[config.mk]
export PLATFORM = sky130hd
export DESIGN_NAME = v_mem_resp
export DESIGN_NICKNAME = d
export VERILOG_FILES = /design/src/rtl/v_mem_resp_pkg.sv /design/src/rtl/v_mem_resp_lane_buf.sv /design/src/rtl/v_mem_resp.sv
export SDC_FILE = /design/constraint.sdc
export NUM_CORES = 1
export LEC_CHECK = 0
export ABC_AREA = 0
export CORE_AREA = 4 4 242 244
export CTS_CLUSTER_SIZE = 12
export DETAILED_ROUTE_END_ITERATION = 8
export DIE_AREA = 0 0 246 248
export PLACE_DENSITY = 0.74
export SLEW_MARGIN = 20
export SYNTH_ARGS = -nofsm -noshare
export SYNTH_HDL_FRONTEND = slang
export SYNTH_HIERARCHICAL = 1
export SYNTH_SLANG_ARGS = --single-unit
[constraint.sdc]
create_clock -name clk -period 7.8 [get_ports clk]
set_input_delay 2.34 -clock clk [delete_from_list [all_inputs] [get_ports clk]]
set_output_delay 2.34 -clock clk [all_outputs]
set_load 0.02 [all_outputs]
[src/rtl/v_mem_resp_pkg.sv]
// ----------------------------------------------------------------------------
// v_mem_resp_pkg
// Shared constants for the vector data-memory responder.
//   - FSM state encodings (VMEM_ST_IDLE .. VMEM_ST_RESP)
//   - element width (one SRAM word per vector element)
//   - beat-counter width (eight beats per whole-register transfer)
// ----------------------------------------------------------------------------
package v_mem_resp_pkg;

    localparam int ELEM_W = 32;
    localparam int BEAT_W = 3;

    typedef logic [2:0] vmem_state_t;

    localparam vmem_state_t VMEM_ST_IDLE  = 3'd0;
    localparam vmem_state_t VMEM_ST_WR    = 3'd1;
    localparam vmem_state_t VMEM_ST_RD    = 3'd2;
    localparam vmem_state_t VMEM_ST_DRAIN = 3'd3;
    localparam vmem_state_t VMEM_ST_RESP  = 3'd4;

endpackage

[src/rtl/v_mem_resp_lane_buf.sv]
// ----------------------------------------------------------------------------
// v_mem_lane_buf
// Element buffer that assembles a vector load result one word at a time and
// presents it as one flat vector.
// Ports:
//   i_clk, i_rst_n  clock / asynchronous active-low reset
//   i_clr           zero every element (takes priority over i_we)
//   i_we, i_idx     write i_wdata into element i_idx
//   i_wdata         element write data
//   o_flat          all elements, element i at bits [32i+31:32i]
// ----------------------------------------------------------------------------
module v_mem_lane_buf
    import v_mem_resp_pkg::*;
#(
    parameter int LANES = 8
) (
    input  logic                      i_clk,
    input  logic                      i_rst_n,
    input  logic                      i_clr,
    input  logic                      i_we,
    input  logic [BEAT_W-1:0]         i_idx,
    input  logic [ELEM_W-1:0]         i_wdata,
    output logic [LANES*ELEM_W-1:0]   o_flat
);

    logic [ELEM_W-1:0] r_elem [LANES];

    // Element storage; a clear on request accept guarantees stores and
    // aborted transfers never expose stale load data.
    always_ff @(posedge i_clk or negedge i_rst_n) begin
        if (!i_rst_n) begin
            for (int i = 0; i < LANES; i++) begin
                r_elem[i] <= '0;
            end
        end else if (i_clr) begin
            for (int i = 0; i < LANES; i++) begin
                r_elem[i] <= '0;
            end
        end else if (i_we) begin
            r_elem[i_idx] <= i_wdata;
        end
    end

    for (genvar g = 0; g < LANES; g++) begin : g_flat
        assign o_flat[g*ELEM_W +: ELEM_W] = r_elem[g];
    end

endmodule

[src/rtl/v_mem_resp.sv]
// ----------------------------------------------------------------------------
// v_mem_resp
// Vector data-memory responder. Serialises each whole-register vector load or
// store into eight single-word beats on a single-port word SRAM and returns
// the assembled load vector to the vector write-back path.
// Optional feature macro: VMEM_ALIGN_CHK_EN
//   defined   - requests whose byte address is not word aligned are rejected
//               without touching the SRAM and answered with resp_err_o=1
//   undefined - the low two address bits are ignored, resp_err_o is tied 0
// Ports:
//   clk, rst           clock / asynchronous active-low reset
//   req_valid_i/ready_o, req_wen_i, req_addr_i, req_wdata_i   request side
//   resp_valid_o/ready_i, resp_rdata_o, resp_err_o            response side
//   mem_en_o, mem_we_o, mem_addr_o, mem_wdata_o, mem_rdata_i  SRAM side
//   (mem_rdata_i is valid the cycle after a read strobe)
// ----------------------------------------------------------------------------
module v_mem_resp
    import v_mem_resp_pkg::*;
#(
    parameter int VMEM_DW = 256,
    parameter int VMEM_AW = 32,
    parameter int VLMAX   = 8,
    parameter int MEM_AW  = 16
) (
    input  logic                clk,
    input  logic                rst,
    input  logic                req_valid_i,
    output logic                req_ready_o,
    input  logic                req_wen_i,
    input  logic [VMEM_AW-1:0]  req_addr_i,
    input  logic [VMEM_DW-1:0]  req_wdata_i,
    output logic                resp_valid_o,
    input  logic                resp_ready_i,
    output logic [VMEM_DW-1:0]  resp_rdata_o,
    output logic                resp_err_o,
    output logic                mem_en_o,
    output logic                mem_we_o,
    output logic [MEM_AW-1:0]   mem_addr_o,
    output logic [ELEM_W-1:0]   mem_wdata_o,
    input  logic [ELEM_W-1:0]   mem_rdata_i
);

    vmem_state_t         r_state;
    logic [MEM_AW-1:0]   r_base;
    logic [BEAT_W-1:0]   r_beat;
    logic [VMEM_DW-1:0]  r_wdata;

    logic                w_accept;
    logic                w_last_beat;
    logic                w_misaligned;
    logic                w_buf_we;
    logic [BEAT_W-1:0]   w_buf_idx;
    logic                w_unused;

    assign w_accept    = (r_state == VMEM_ST_IDLE) && req_valid_i;
    assign w_last_beat = (r_beat == BEAT_W'(VLMAX - 1));

    // Address bits above the SRAM range are dropped (modulo addressing).
    assign w_unused = ^{req_addr_i[VMEM_AW-1:MEM_AW+2], req_addr_i[1:0]};

`ifdef VMEM_ALIGN_CHK_EN
    logic r_err;

    assign w_misaligned = |req_addr_i[1:0];

    always_ff @(posedge clk or negedge rst) begin
        if (!rst) begin
            r_err <= 1'b0;
        end else if (w_accept) begin
            r_err <= w_misaligned;
        end
    end

    assign resp_err_o = r_err;
`else
    assign w_misaligned = 1'b0;
    assign resp_err_o   = 1'b0;
`endif

    // Transfer sequencer. The beat counter stays on the last beat when
    // leaving WR/RD; DRAIN addresses the final element explicitly.
    always_ff @(posedge clk or negedge rst) begin
        if (!rst) begin
            r_state <= VMEM_ST_IDLE;
            r_base  <= '0;
            r_beat  <= '0;
            r_wdata <= '0;
        end else begin
            case (r_state)
                VMEM_ST_IDLE: begin
                    if (req_valid_i) begin
                        r_base  <= req_addr_i[MEM_AW+1:2];
                        r_wdata <= req_wdata_i;
                        r_beat  <= '0;
                        if (w_misaligned) begin
                            r_state <= VMEM_ST_RESP;
                        end else if (req_wen_i) begin
                            r_state <= VMEM_ST_WR;
                        end else begin
                            r_state <= VMEM_ST_RD;
                        end
                    end
                end
                VMEM_ST_WR: begin
                    if (w_last_beat) begin
                        r_state <= VMEM_ST_RESP;
                    end else begin
                        r_beat <= r_beat + BEAT_W'(1);
                    end
                end
                VMEM_ST_RD: begin
                    if (w_last_beat) begin
                        r_state <= VMEM_ST_DRAIN;
                    end else begin
                        r_beat <= r_beat + BEAT_W'(1);
                    end
                end
                VMEM_ST_DRAIN: begin
                    r_state <= VMEM_ST_RESP;
                end
                VMEM_ST_RESP: begin
                    if (resp_ready_i) begin
                        r_state <= VMEM_ST_IDLE;
                    end
                end
                default: begin
                    r_state <= VMEM_ST_IDLE;
                end
            endcase
        end
    end

    // Read data lags the strobe by one cycle, so beat b lands in element b-1
    // and the last element is picked up in DRAIN.
    assign w_buf_we  = ((r_state == VMEM_ST_RD) && (r_beat != '0)) ||
                       (r_state == VMEM_ST_DRAIN);
    assign w_buf_idx = (r_state == VMEM_ST_DRAIN) ? BEAT_W'(VLMAX - 1)
                                                  : r_beat - BEAT_W'(1);

    v_mem_lane_buf #(
        .LANES   (VLMAX)
    ) u_lane_buf (
        .i_clk   (clk),
        .i_rst_n (rst),
        .i_clr   (w_accept),
        .i_we    (w_buf_we),
        .i_idx   (w_buf_idx),
        .i_wdata (mem_rdata_i),
        .o_flat  (resp_rdata_o)
    );

    assign req_ready_o  = (r_state == VMEM_ST_IDLE);
    assign resp_valid_o = (r_state == VMEM_ST_RESP);
    assign mem_en_o     = (r_state == VMEM_ST_WR) || (r_state == VMEM_ST_RD);
    assign mem_we_o     = (r_state == VMEM_ST_WR);

    // Address and write data are forced to zero outside an access so the
    // SRAM pins stay quiet between transfers; base+beat wraps naturally.
    assign mem_addr_o  = mem_en_o ? (r_base + MEM_AW'(r_beat)) : '0;
    assign mem_wdata_o = mem_we_o ? r_wdata[ELEM_W*int'(r_beat) +: ELEM_W] : '0;

endmodule

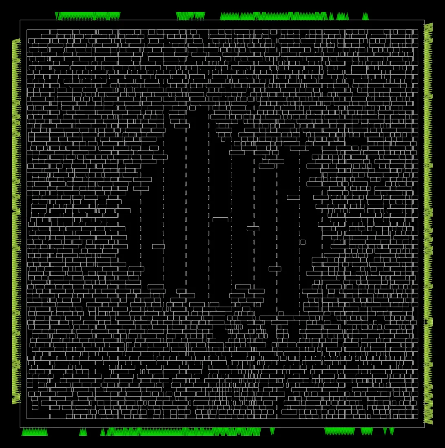
final_placement.png
Fillers: 4,372
Layout Cells excl Fill: 3,098

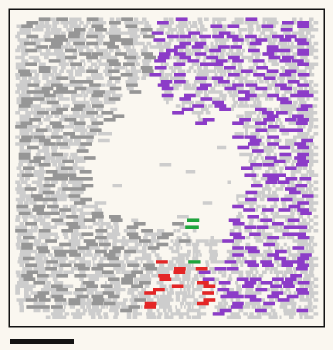
registers.png
The bar under the picture is 50 µm long. Other sequential cells in the stronger grey, the rest of the logic in the fainter grey.
r_base -> red  # placed flops 16, where south
r_beat -> green  # placed flops 3
u_lane_buf/o_flat -> purple  # placed flops 256
not coloured = 259
FF/Latch Area: 0.0134 mm²
Seq/total area: 39.9%

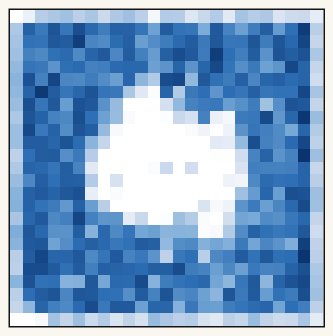
density.png
The die is cut into 25 by 25 equal tiles; white is low, dark blue is high, 0 to 100% covered.
mean over tiles = 53%
fullest tile = 99%
emptiest ninth of the die = centre
Final Util: 59.5%
Initial Utilization: 45.0%
core area: 0.0563 mm²

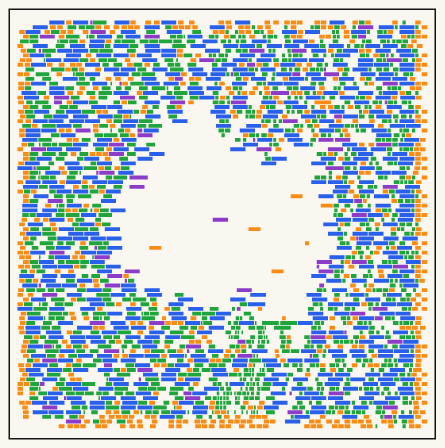
cell_classes.png
clock drivers and dummy loads -> purple  # cells 100, share of their area 5.7%
other buffers and delay cells -> orange  # cells 633, share of their area 20%
all other logic -> green  # cells 1,064, share of their area 34%
flops -> blue  # cells 534, share of their area 41%
Core Rows: 87
Final Cell Area: 0.0335 mm²

==> GITHUB_STEP_SUMMARY <==
### Yosys + OpenROAD results

| Metric | Value |
|---|---|
| Status | `complete, no violations` |
| Chip Area, Yosys | `between 0.02 and 0.03 mm²` |
| Hold Path Class | `flop to flop` |
| DRC violations left | `0` |
| Largest net degree at the start of global routing | `between 150 and 200` |
| Worst Path Max Fanout | `26` |
| Seq/Total Area, Yosys | `52.7%` |
| Top Layout Cells | `clkdlybuf4s50_1 (615), dfrtp_1 (531), nand2b_1 (289), mux2i_1 (289), mux2_4 (200)` |
| Chip height | `248 µm` |
| Data required, critical path | `between 5 and 6 ns` |
| Fin crit share | `between 70% and 80%` |
| Vias per cell | `5.17` |
| Clk network pwr share | `a little under a fifth` |
| PwrDens | `between 400 and 500 mW/mm²` |
| Met3 GRT Util | `around 7%` |
| Fmax | `163 MHz` |
| Worst-path clk slew | `approximately 0.060 ns` |
| Minimum clock period after layout | `about 6.1 ns` |
| GRT met1 Usage | `26.8%` |
| DP Cell Count | `between 2,000 and 3,000` |
| Max H-tree Level | `2` |
| Max Transition Viols Final | `0` |
| Highest metal used | `met5` |
| Worst slew margin | `around 26%` |
| Top_reg_cell synth | `dfrtp_1` |
| Syn_nets | `roughly 2,100` |
| Final WL | `69,600 µm` |
| Hold Crit Start | `r_wdata[208]` |
| Busiest layer in global routing | `met2` |
| Tot Pwr | `between 10 and 15 mW` |
| Maximum clock path buffer count | `3` |
| IO Count | `between 600 and 700` |
| Setup crit end kind | `primary output` |
| Cell Area, Synth | `roughly 0.025 mm²` |
| First-pass GRT wire length | `about 100,000 µm` |
| Top cell excl fill/tap | `clkdlybuf4s50_1` |
| Max_cap viols | `0` |
| Worst reg2reg startpoint | `r_beat[0]` |
| Leakage | `roughly 15 nW` |
| Antenna Violating Nets Remaining | `0` |
| RSZ-0062 raised after global routing | `false` |
| Cells after Synth | `1,756` |
| Synth area leaders | `dfrtp_1 (53%), mux2_4 (12%), mux2i_1 (11%)` |
| Setup violators final | `0` |
| CTS Hold Buffers Added | `0` |
| Post-cts resize count | `0` |
| # nets final | `about 2,600` |
| Avg Synthesized Cell Area | `14.4 µm²` |
| Placed Instance Area | `0.0316 mm²` |
| Post-CTS setup buffers | `0` |
| Ys Warns | `6` |
| Flop-to-flop setup slack | `4.32 ns` |
| Hold_ws | `0.480 ns` |
| Routing usage on met2 | `37.5%` |
| Vias in the first global route | `about 17,000` |
| Psw | `around 4.9 mW` |
| Pre-CTS WS | `between 2 and 2.5 ns` |
| TritonCTS clock tree | `built` |
| Die Area | `about 0.06 mm²` |
| Worst path top cell family by delay | `flip-flops` |
| Crit path cell chain | `ha_1 > inv_1 > fa_1 > nor2b_1 > o211ai_1 > or3_1 > a21oi_1 > clkdlybuf4s50_1` |
| Yosys cell count | `approximately 1,800` |
| Root Buffer | `clkbuf_16` |
| Top cells by count | `dfrtp_1 (534), mux2i_1 (289), nand2b_1 (289)` |
| Critical Path Start | `r_beat[0]` |
| Sw Share | `about a third` |
| Met3 wire length | `5680 µm` |
| Asr flop ratio synth | `100%` |
| Post-Route Setup TNS | `0 ns` |
| Syn-to-layout area delta | `32.2%` |
| Total gr overflow | `0` |
| Logic pwr share | `between 40% and 50%` |
| Worst path max stage delay | `about 0.75 ns` |
| DR pass1 iterations | `5` |
| IO buf count | `approximately 600` |
| Final HPWL from detailed placement | `between 40,000 and 50,000 µm` |
| GP Congestion | `0.877` |
| Crit path buffers/inverters | `2` |
| Insertion delay at the late pin of the worst-skew pair | `about 0.60 ns` |
| Final hold vios | `0` |
| Part of the power in registers | `between 30% and 40%` |
| Final setup skew | `0.0146 ns` |
| Crit Path Class | `flop to primary output` |
| Fin worst setup slack | `1.66 ns` |
| Critical Path AT | `3.80 ns` |
| EDFF count, synth | `0` |
| Slew @ Worst Pin | `1.11 ns` |
| Post-Route M1 WL | `roughly 27,000 µm` |
| Share of cells above drive strength 1 | `~18%` |
| Count leader, synth | `dfrtp_1` |
| Via Count | `16,000` |
| Chip width | `246 µm` |
| Initial antenna violation count | `19` |
| Routed WL per cell | `around 22 µm` |
| Internal power | `9.25 mW` |
| Crit path max-delay cell type | `dfrtp_4` |
| Log Warnings | `62` |
| Startpoint types | `flop` |
| GRT Total Usage | `22.1%` |
| CTS Sinks | `around 530` |
| Synth flops | `534` |
| Peak VDD IR | `231 µV` |
| Distinct lib cells | `approximately 50` |
| Num CTS Buffers | `between 50 and 60` |
worst register-to-register path: stages (launching register included):
cell       delay (ns)
dfrtp_4          0.75
inv_1            0.14
ha_1             0.22
a21oi_1          0.78
nand4bb_4        0.99
mux2i_1          0.50
final cells by class:
type                    count  area (µm²)
inverters                   7        26.3
flip-flops and latches    534       13400
multi-input cells        1057       10900
diodes                     11        27.5
repair buffers            633        6380
clock buffers              87        1710
clock inverters            13         154
well taps                 756         946
fillers                  4372       22800
sequential cells by signal, indices dropped and copies added (netlist names):
register,flops
r_beat,3
r_base,16
r_wdata,256
r_state,3
u_lane_buf/o_flat,256
worst paths after layout:
path	end	depth (start not counted)
setup / recovery	mem_addr_o[10]	8
hold / removal	r_wdata[208]	1
setup reg to reg	u_lane_buf/o_flat[135]	5
hold reg to reg	r_wdata[208]	1
max in group asynchronous	r_wdata[170]	3
min in group asynchronous	u_lane_buf/o_flat[213]	1
cell families (layout without fill, tap and decap cells):
kind of cell / after synthesis / in the layout / share of synthesized area (%)
AND-OR/OR-AND: 27 / 27 / 0.676
XOR/XNOR: 10 / 10 / 0.345
adder cells (fa/ha/maj): 8 / 8 / 0.424
buffers and inverters: 165 / 740 / 4.57
flip-flops: 534 / 534 / 52.7
multiplexers: 624 / 624 / 32.1
other: 1 / 12 / 0.0148
AND/OR/NAND/NOR: 387 / 387 / 9.17
power groups by stage:
stage                     logic (mW)  registers, mW  clock network (mW)
after floorplan                 4.18           5.09                   0
after global placement          6.56           4.74                   0
after detailed placement        6.71           4.81                   0
after CTS                       6.73           4.79                2.77
after global routing            7.09           4.93                2.88
final                           6.68           4.78                2.70
Power is estimated from default activity; no workload was simulated.
